Figure 1. Placement by cell class.
(4 px per um)
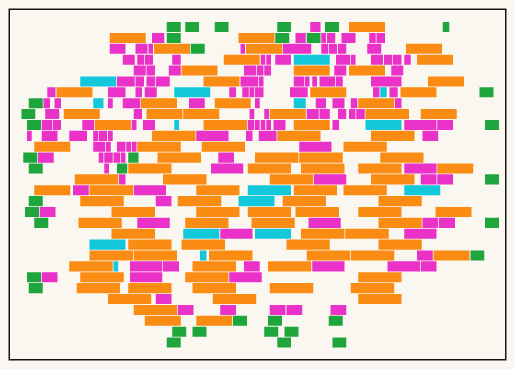
Figure 2. Clock nets.
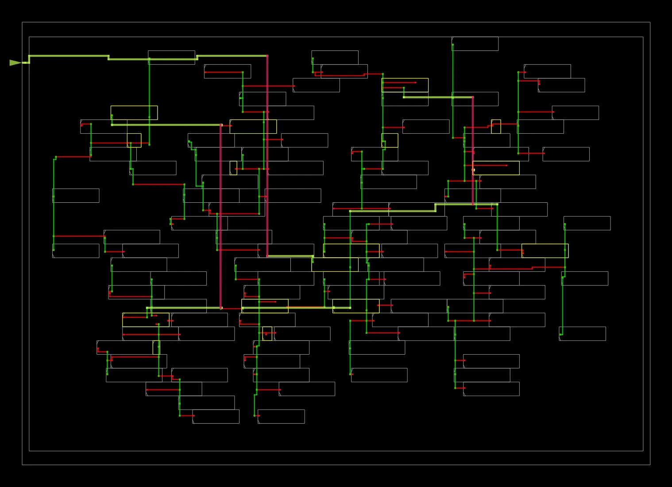
**config.mk**
```make
export PLATFORM = sky130hd
export DESIGN_NAME = uart_tx_sched_flat
export DESIGN_NICKNAME = d
export VERILOG_FILES = /design/src/rtl/uart_tx_sched_if.sv /design/src/rtl/uart_tx_sched.sv /design/src/flat_wrapper.sv
export SDC_FILE = /design/constraint.sdc
export NUM_CORES = 1
export LEC_CHECK = 0
export CORE_ASPECT_RATIO = 0.7
export CORE_UTILIZATION = 40
export DETAILED_ROUTE_END_ITERATION = 16
export PLACE_DENSITY = 0.67
export SYNTH_ARGS = -nofsm -noshare
export SYNTH_HDL_FRONTEND = slang
export SYNTH_SLANG_ARGS = --single-unit
```
**constraint.sdc**
```tcl
create_clock -name sys_clk_i -period 6.4 [get_ports sys_clk_i]
set_clock_uncertainty 0.15 [all_clocks]
set_input_delay 0.96 -clock sys_clk_i [delete_from_list [all_inputs] [get_ports sys_clk_i]]
set_output_delay 0.96 -clock sys_clk_i [all_outputs]
set_load 0.01 [all_outputs]
```
**src/rtl/uart_tx_sched_if.sv**
```systemverilog
// Producer/transmitter bundle for uart_tx_sched: two valid/ready byte ports in,
// paced UART write strobe and status out.
interface uart_tx_sched_if #(
  parameter int FIFO_DEPTH = 8
);
  localparam int CNT_W = $clog2(FIFO_DEPTH) + 1;

  logic             req0_valid_i;
  logic [7:0]       req0_data_i;
  logic             req0_ready_o;
  logic             req1_valid_i;
  logic [7:0]       req1_data_i;
  logic             req1_ready_o;
  logic             uart_wr_o;
  logic [7:0]       uart_data_o;
  logic [CNT_W-1:0] fifo_count_o;
  logic             idle_o;

  modport master (
    output req0_valid_i, req0_data_i, req1_valid_i, req1_data_i,
    input  req0_ready_o, req1_ready_o, uart_wr_o, uart_data_o, fifo_count_o, idle_o
  );

  modport slave (
    input  req0_valid_i, req0_data_i, req1_valid_i, req1_data_i,
    output req0_ready_o, req1_ready_o, uart_wr_o, uart_data_o, fifo_count_o, idle_o
  );
endinterface

```
**src/rtl/uart_tx_sched.sv**
```systemverilog
// Round-robin two-port byte scheduler feeding a busy-less UART transmitter through a FIFO.
// Strobe 2 cycles after accept when idle, BYTE_GAP cycles apart; both readies low while full.
module uart_tx_sched #(
  parameter int FIFO_DEPTH = 8,
  parameter int BYTE_GAP   = 1000,
  parameter int GAP_W      = 11
) (
  input  logic          sys_clk_i,
  input  logic          sys_rstn_i,
  uart_tx_sched_if.slave bus
);
  localparam int PTR_W = $clog2(FIFO_DEPTH);
  localparam int CNT_W = PTR_W + 1;
  localparam logic [GAP_W-1:0] GAP_LOAD = GAP_W'(BYTE_GAP - 2);
  localparam logic [CNT_W-1:0] CNT_FULL = CNT_W'(FIFO_DEPTH);

  typedef enum logic [1:0] {S_IDLE, S_ISSUE, S_WAIT} state_t;

  state_t           state_q, state_d;
  logic [GAP_W-1:0] gap_q, gap_d;
  logic [CNT_W-1:0] count_q, count_d;
  logic [PTR_W-1:0] wr_ptr_q, wr_ptr_d;
  logic [PTR_W-1:0] rd_ptr_q, rd_ptr_d;
  logic             rr_q, rr_d;
  logic             wr_q, wr_d;
  logic [7:0]       data_q, data_d;
  logic [7:0]       mem_q [FIFO_DEPTH];

  logic       full;
  logic       gnt0, gnt1;
  logic       push, pop;
  logic [7:0] push_dat;

  // rr_q=0 favours port 0; the loser of a contested cycle wins the next one
  always_comb begin
    full     = (count_q == CNT_FULL);
    gnt0     = bus.req0_valid_i & ~full & (~bus.req1_valid_i | ~rr_q);
    gnt1     = bus.req1_valid_i & ~full & (~bus.req0_valid_i |  rr_q);
    push     = gnt0 | gnt1;
    push_dat = gnt1 ? bus.req1_data_i : bus.req0_data_i;
    rr_d     = push ? gnt0 : rr_q;
  end

  always_comb begin
    state_d = state_q;
    gap_d   = gap_q;
    data_d  = data_q;
    pop     = 1'b0;
    unique case (state_q)
      S_IDLE: begin
        if (count_q != '0) state_d = S_ISSUE;
      end
      S_ISSUE: begin
        pop     = 1'b1;
        gap_d   = GAP_LOAD;
        state_d = S_WAIT;
      end
      S_WAIT: begin
        if (gap_q != '0)         gap_d   = gap_q - 1'b1;
        else if (count_q != '0)  state_d = S_ISSUE;
        else                     state_d = S_IDLE;
      end
      default: state_d = S_IDLE;
    endcase
    if (state_d == S_ISSUE) data_d = mem_q[rd_ptr_q];
    wr_d = (state_d == S_ISSUE);
  end

  always_comb begin
    count_d  = count_q;
    wr_ptr_d = wr_ptr_q;
    rd_ptr_d = rd_ptr_q;
    if (push) wr_ptr_d = wr_ptr_q + 1'b1;
    if (pop)  rd_ptr_d = rd_ptr_q + 1'b1;
    unique case ({push, pop})
      2'b10:   count_d = count_q + 1'b1;
      2'b01:   count_d = count_q - 1'b1;
      default: count_d = count_q;
    endcase
  end

  always_ff @(posedge sys_clk_i or negedge sys_rstn_i) begin
    if (!sys_rstn_i) begin
      state_q  <= S_IDLE;
      gap_q    <= '0;
      count_q  <= '0;
      wr_ptr_q <= '0;
      rd_ptr_q <= '0;
      rr_q     <= 1'b0;
      wr_q     <= 1'b0;
      data_q   <= 8'h00;
    end else begin
      state_q  <= state_d;
      gap_q    <= gap_d;
      count_q  <= count_d;
      wr_ptr_q <= wr_ptr_d;
      rd_ptr_q <= rd_ptr_d;
      rr_q     <= rr_d;
      wr_q     <= wr_d;
      data_q   <= data_d;
    end
  end

  // Storage is not reset: count and pointers alone define what is valid
  always_ff @(posedge sys_clk_i) begin
    if (push) mem_q[wr_ptr_q] <= push_dat;
  end

  assign bus.req0_ready_o = gnt0;
  assign bus.req1_ready_o = gnt1;
  assign bus.uart_wr_o    = wr_q;
  assign bus.uart_data_o  = data_q;
  assign bus.fifo_count_o = count_q;
  assign bus.idle_o       = (state_q == S_IDLE) && (count_q == '0);
endmodule

```
**src/flat_wrapper.sv**
```systemverilog
// flat-port wrapper written by rule: the top's interface ports become plain ports
module uart_tx_sched_flat 
#(
  parameter int FIFO_DEPTH = 8,
  parameter int BYTE_GAP   = 1000,
  parameter int GAP_W      = 11
)
  (sys_clk_i, sys_rstn_i, bus_req0_valid_i, bus_req0_data_i, bus_req1_valid_i, bus_req1_data_i, bus_req0_ready_o, bus_req1_ready_o, bus_uart_wr_o, bus_uart_data_o, bus_fifo_count_o, bus_idle_o);
  uart_tx_sched_if #(.FIFO_DEPTH(FIFO_DEPTH)) bus_i ();
  input  logic sys_clk_i;
  input  logic sys_rstn_i;
  input wire logic [$bits(bus_i.req0_valid_i)-1:0] bus_req0_valid_i;
  input wire logic [$bits(bus_i.req0_data_i)-1:0] bus_req0_data_i;
  input wire logic [$bits(bus_i.req1_valid_i)-1:0] bus_req1_valid_i;
  input wire logic [$bits(bus_i.req1_data_i)-1:0] bus_req1_data_i;
  output wire logic [$bits(bus_i.req0_ready_o)-1:0] bus_req0_ready_o;
  output wire logic [$bits(bus_i.req1_ready_o)-1:0] bus_req1_ready_o;
  output wire logic [$bits(bus_i.uart_wr_o)-1:0] bus_uart_wr_o;
  output wire logic [$bits(bus_i.uart_data_o)-1:0] bus_uart_data_o;
  output wire logic [$bits(bus_i.fifo_count_o)-1:0] bus_fifo_count_o;
  output wire logic [$bits(bus_i.idle_o)-1:0] bus_idle_o;
  assign bus_i.req0_valid_i = bus_req0_valid_i;
  assign bus_i.req0_data_i = bus_req0_data_i;
  assign bus_i.req1_valid_i = bus_req1_valid_i;
  assign bus_i.req1_data_i = bus_req1_data_i;
  assign bus_req0_ready_o = bus_i.req0_ready_o;
  assign bus_req1_ready_o = bus_i.req1_ready_o;
  assign bus_uart_wr_o = bus_i.uart_wr_o;
  assign bus_uart_data_o = bus_i.uart_data_o;
  assign bus_fifo_count_o = bus_i.fifo_count_o;
  assign bus_idle_o = bus_i.idle_o;
  uart_tx_sched #(.FIFO_DEPTH(FIFO_DEPTH), .BYTE_GAP(BYTE_GAP), .GAP_W(GAP_W)) u_core (.sys_clk_i(sys_clk_i), .sys_rstn_i(sys_rstn_i), .bus(bus_i));
endmodule
```
==> flow_results.xml <==
<?xml version="1.0" encoding="UTF-8"?>
<metrics>
  <group name="outcome">
    <metric name="run_status" unit="">complete, no violations</metric>
  </group>
  <group name="layout">
    <metric name="seqCellArea" unit="sq um">2750</metric>
    <metric name="logic_area" unit="sq um">1340</metric>
    <metric name="layout_top_cell" unit="">sky130_fd_sc_hd__edfxtp_1</metric>
    <metric name="drive_gt1_share" unit="%">22.8</metric>
    <metric name="final_core_utilization" unit="%">49.9</metric>
  </group>
  <group name="cts">
    <metric name="htree_num_levels" unit="">3</metric>
    <metric name="cts_num_sinks" unit="">97</metric>
    <metric name="post_cts_buffers" unit="">0</metric>
  </group>
  <group name="grt">
    <metric name="vias_in_the_first_global_route" unit="">2265</metric>
    <metric name="gr-total-overflow" unit="">0</metric>
    <metric name="number_of_antenna_violations_at_the_first_check_in_global_routing" unit="">0</metric>
    <metric name="gr_layer_usage_met2" unit="%">23.3</metric>
    <metric name="grt_first_pass_wirelength" unit="mm">11.9</metric>
    <metric name="grt_start_max_net_pins" unit="">34</metric>
    <metric name="grt.busiest_layer" unit="">met2</metric>
  </group>
  <group name="setup_path">
    <metric name="crit_slowest_cell" unit="">sky130_fd_sc_hd__clkdlybuf4s50_1</metric>
    <metric name="worst_ep_arrival_time" unit="ns">2.49</metric>
    <metric name="critPathMostFrequentCell" unit="">sky130_fd_sc_hd__clkdlybuf4s50_1</metric>
    <metric name="critical_path.startpoint" unit="">bus_req0_valid_i</metric>
    <metric name="worst_r2r_startpoint" unit="">u_core.bus.fifo_count_o[2]</metric>
  </group>
  <group name="die">
    <metric name="floorplanUtilization" unit="%">42.0</metric>
    <metric name="core.rowCount" unit="">30</metric>
    <metric name="fp.dieH" unit="um">87.2</metric>
    <metric name="design.portCount" unit="">36</metric>
    <metric name="core" unit="sq um">9870</metric>
  </group>
  <group name="yosys">
    <metric name="yosys-dominant-comb-family" unit="">multiplexers</metric>
    <metric name="synth-xor-area-share" unit="%">1.90</metric>
    <metric name="syn-mean-instance-area" unit="sq um">16.3</metric>
    <metric name="simple_gate_share" unit="%">8.08</metric>
    <metric name="post_synth_mux_area_share" unit="%">15.7</metric>
    <metric name="compound_area_share" unit="%">4.76</metric>
    <metric name="share_of_async_settable_or_async_resettable_flops_after_synthesis" unit="%">34.0</metric>
    <metric name="ys.flop_type" unit="">sky130_fd_sc_hd__edfxtp_1</metric>
  </group>
  <group name="hold_path">
    <metric name="worst_hold_path_type" unit="">reg2reg</metric>
    <metric name="hold_start" unit="">u_core.bus.uart_data_o[7]</metric>
  </group>
  <group name="place">
    <metric name="dp_hpwl" unit="mm">4.76</metric>
    <metric name="gp_congestion" unit="">0.701</metric>
  </group>
  <group name="power_and_ir_drop">
    <metric name="power.leakage" unit="nW">1.72</metric>
    <metric name="powerDensity" unit="nW/um^2">466</metric>
  </group>
  <group name="run">
    <metric name="cap_viol_max_count" unit="">0</metric>
  </group>
  <group name="final_timing">
    <metric name="report.final.setup_viol" unit="">0</metric>
    <metric name="slew_headroom" unit="%">26.4</metric>
    <metric name="final.hold.worst_slack" unit="ns">0.355</metric>
  </group>
  <group name="detailed_routing">
    <metric name="route.detailed.wl_per_inst" unit="um">17.2</metric>
    <metric name="route.vias.total" unit="">2245</metric>
  </group>
</metrics>
Back to the opening pictures, Figure 1:
cyan -> clock drivers and dummy loads  # cells 16
magenta -> combinational and other logic  # cells 148
orange -> sequential cells  # cells 97
green -> remaining buffers and delay cells  # cells 37

Back to the opening pictures, Figure 2:
number of buffers inserted during clock tree synthesis: 9
clock insertion delay at the later pin of the skew report: 0.34 ns

layer usage:
metal  part of all wire [%]  routed length, um
met5                      0                  0
met4                    1.7                124
met3                    4.9                357
met2                     45               3290
met1                     48               3530
cell type report:
class | instances | share of cell area, %
multi-input combinational | 141 | 27.2
sequential | 97 | 55.8
timing repair buffer | 37 | 7.32
clock buffer | 11 | 4.73
tap | 128 | 3.25
clock inverter | 5 | 1.14
inverter | 7 | 0.534
power by group:
part           internal (mW)  switching (mW)
clock                  0.302           0.214
combinational          0.407           0.317
sequential             0.881           0.176
worst reg2reg max path, cell delays in order, from the launching register on:
cell                      delay, ns
sky130_fd_sc_hd__dfrtp_1       0.45
sky130_fd_sc_hd__or4b_2        0.79
sky130_fd_sc_hd__o21a_1        0.23
sky130_fd_sc_hd__inv_1         0.11
sky130_fd_sc_hd__ha_1          0.25
sky130_fd_sc_hd__xor2_1        0.10
sky130_fd_sc_hd__ha_1          0.20
sky130_fd_sc_hd__a21oi_1       0.14
sky130_fd_sc_hd__xor2_1        0.15
sky130_fd_sc_hd__nor2_1        0.06
sky130_fd_sc_hd__xor2_1        0.14
logic make-up (layout without fill, tap and decap cells):
kind of cell    count (synthesis)  count (layout)
simple gates                   56              56
xor+xnor                        9               9
buf+inv                        16              60
mux                            42              42
compound gates                 28              28
fa+ha+maj                       6               6
flops                          97              97
per-stage QoR:
stage               setup WS [ns]  instances
floorplan                    3.64        254
global placement             2.80        410
detailed placement           2.76        410
CTS                          2.77        426
global route                 2.71        426
finish                       2.80        426
state kept, by name (all words and copies together) (netlist names):
name                     count
u_core.gap_q                11
u_core.mem_q                64
u_core.bus.uart_wr_o         1
u_core.bus.uart_data_o       8
u_core.rr_q                  1
u_core.wr_ptr_q              3
u_core.state_q               2
u_core.rd_ptr_q              3
u_core.bus.fifo_count_o      4
cells in the mapped netlist, drive strengths merged (2+ instances only):
master / count / area [sq um]
a211oi: 2 / 27.5
a21oi: 4 / 20.0
a31oi: 4 / 25.0
and4: 2 / 17.5
buf: 4 / 17.5
clkbuf: 5 / 18.8
dfrtp: 33 / 826
edfxtp: 64 / 1920
ha: 6 / 75.1
inv: 7 / 26.3
mux2: 26 / 293
mux4: 16 / 360
nand2: 13 / 48.8
nand2b: 6 / 37.5
nand3: 6 / 40.0
nor2: 7 / 26.3
nor2b: 4 / 25.0
nor3: 5 / 25.0
nor3b: 2 / 20.0
nor4: 3 / 33.8
o211ai: 2 / 15.0
o21ai: 8 / 40.0
or3: 4 / 25.0
xnor2: 3 / 26.3
xor2: 6 / 52.6
worst paths after layout:
check | to | slack [ns] | depth (start not counted)
worst min-delay path | u_core.bus.uart_data_o[7] | 0.36 | 1
min in group asynchronous | u_core.gap_q[10] | 0.54 | 1
worst max-delay path | bus_req1_ready_o | 2.80 | 5
max in group asynchronous | u_core.bus.uart_data_o[7] | 5.06 | 1
worst max register to register | u_core.bus.fifo_count_o[2] | 3.52 | 10
worst min register to register | u_core.bus.uart_data_o[7] | 0.36 | 1
No activity file was given, so power comes from the tool's default toggle rates.
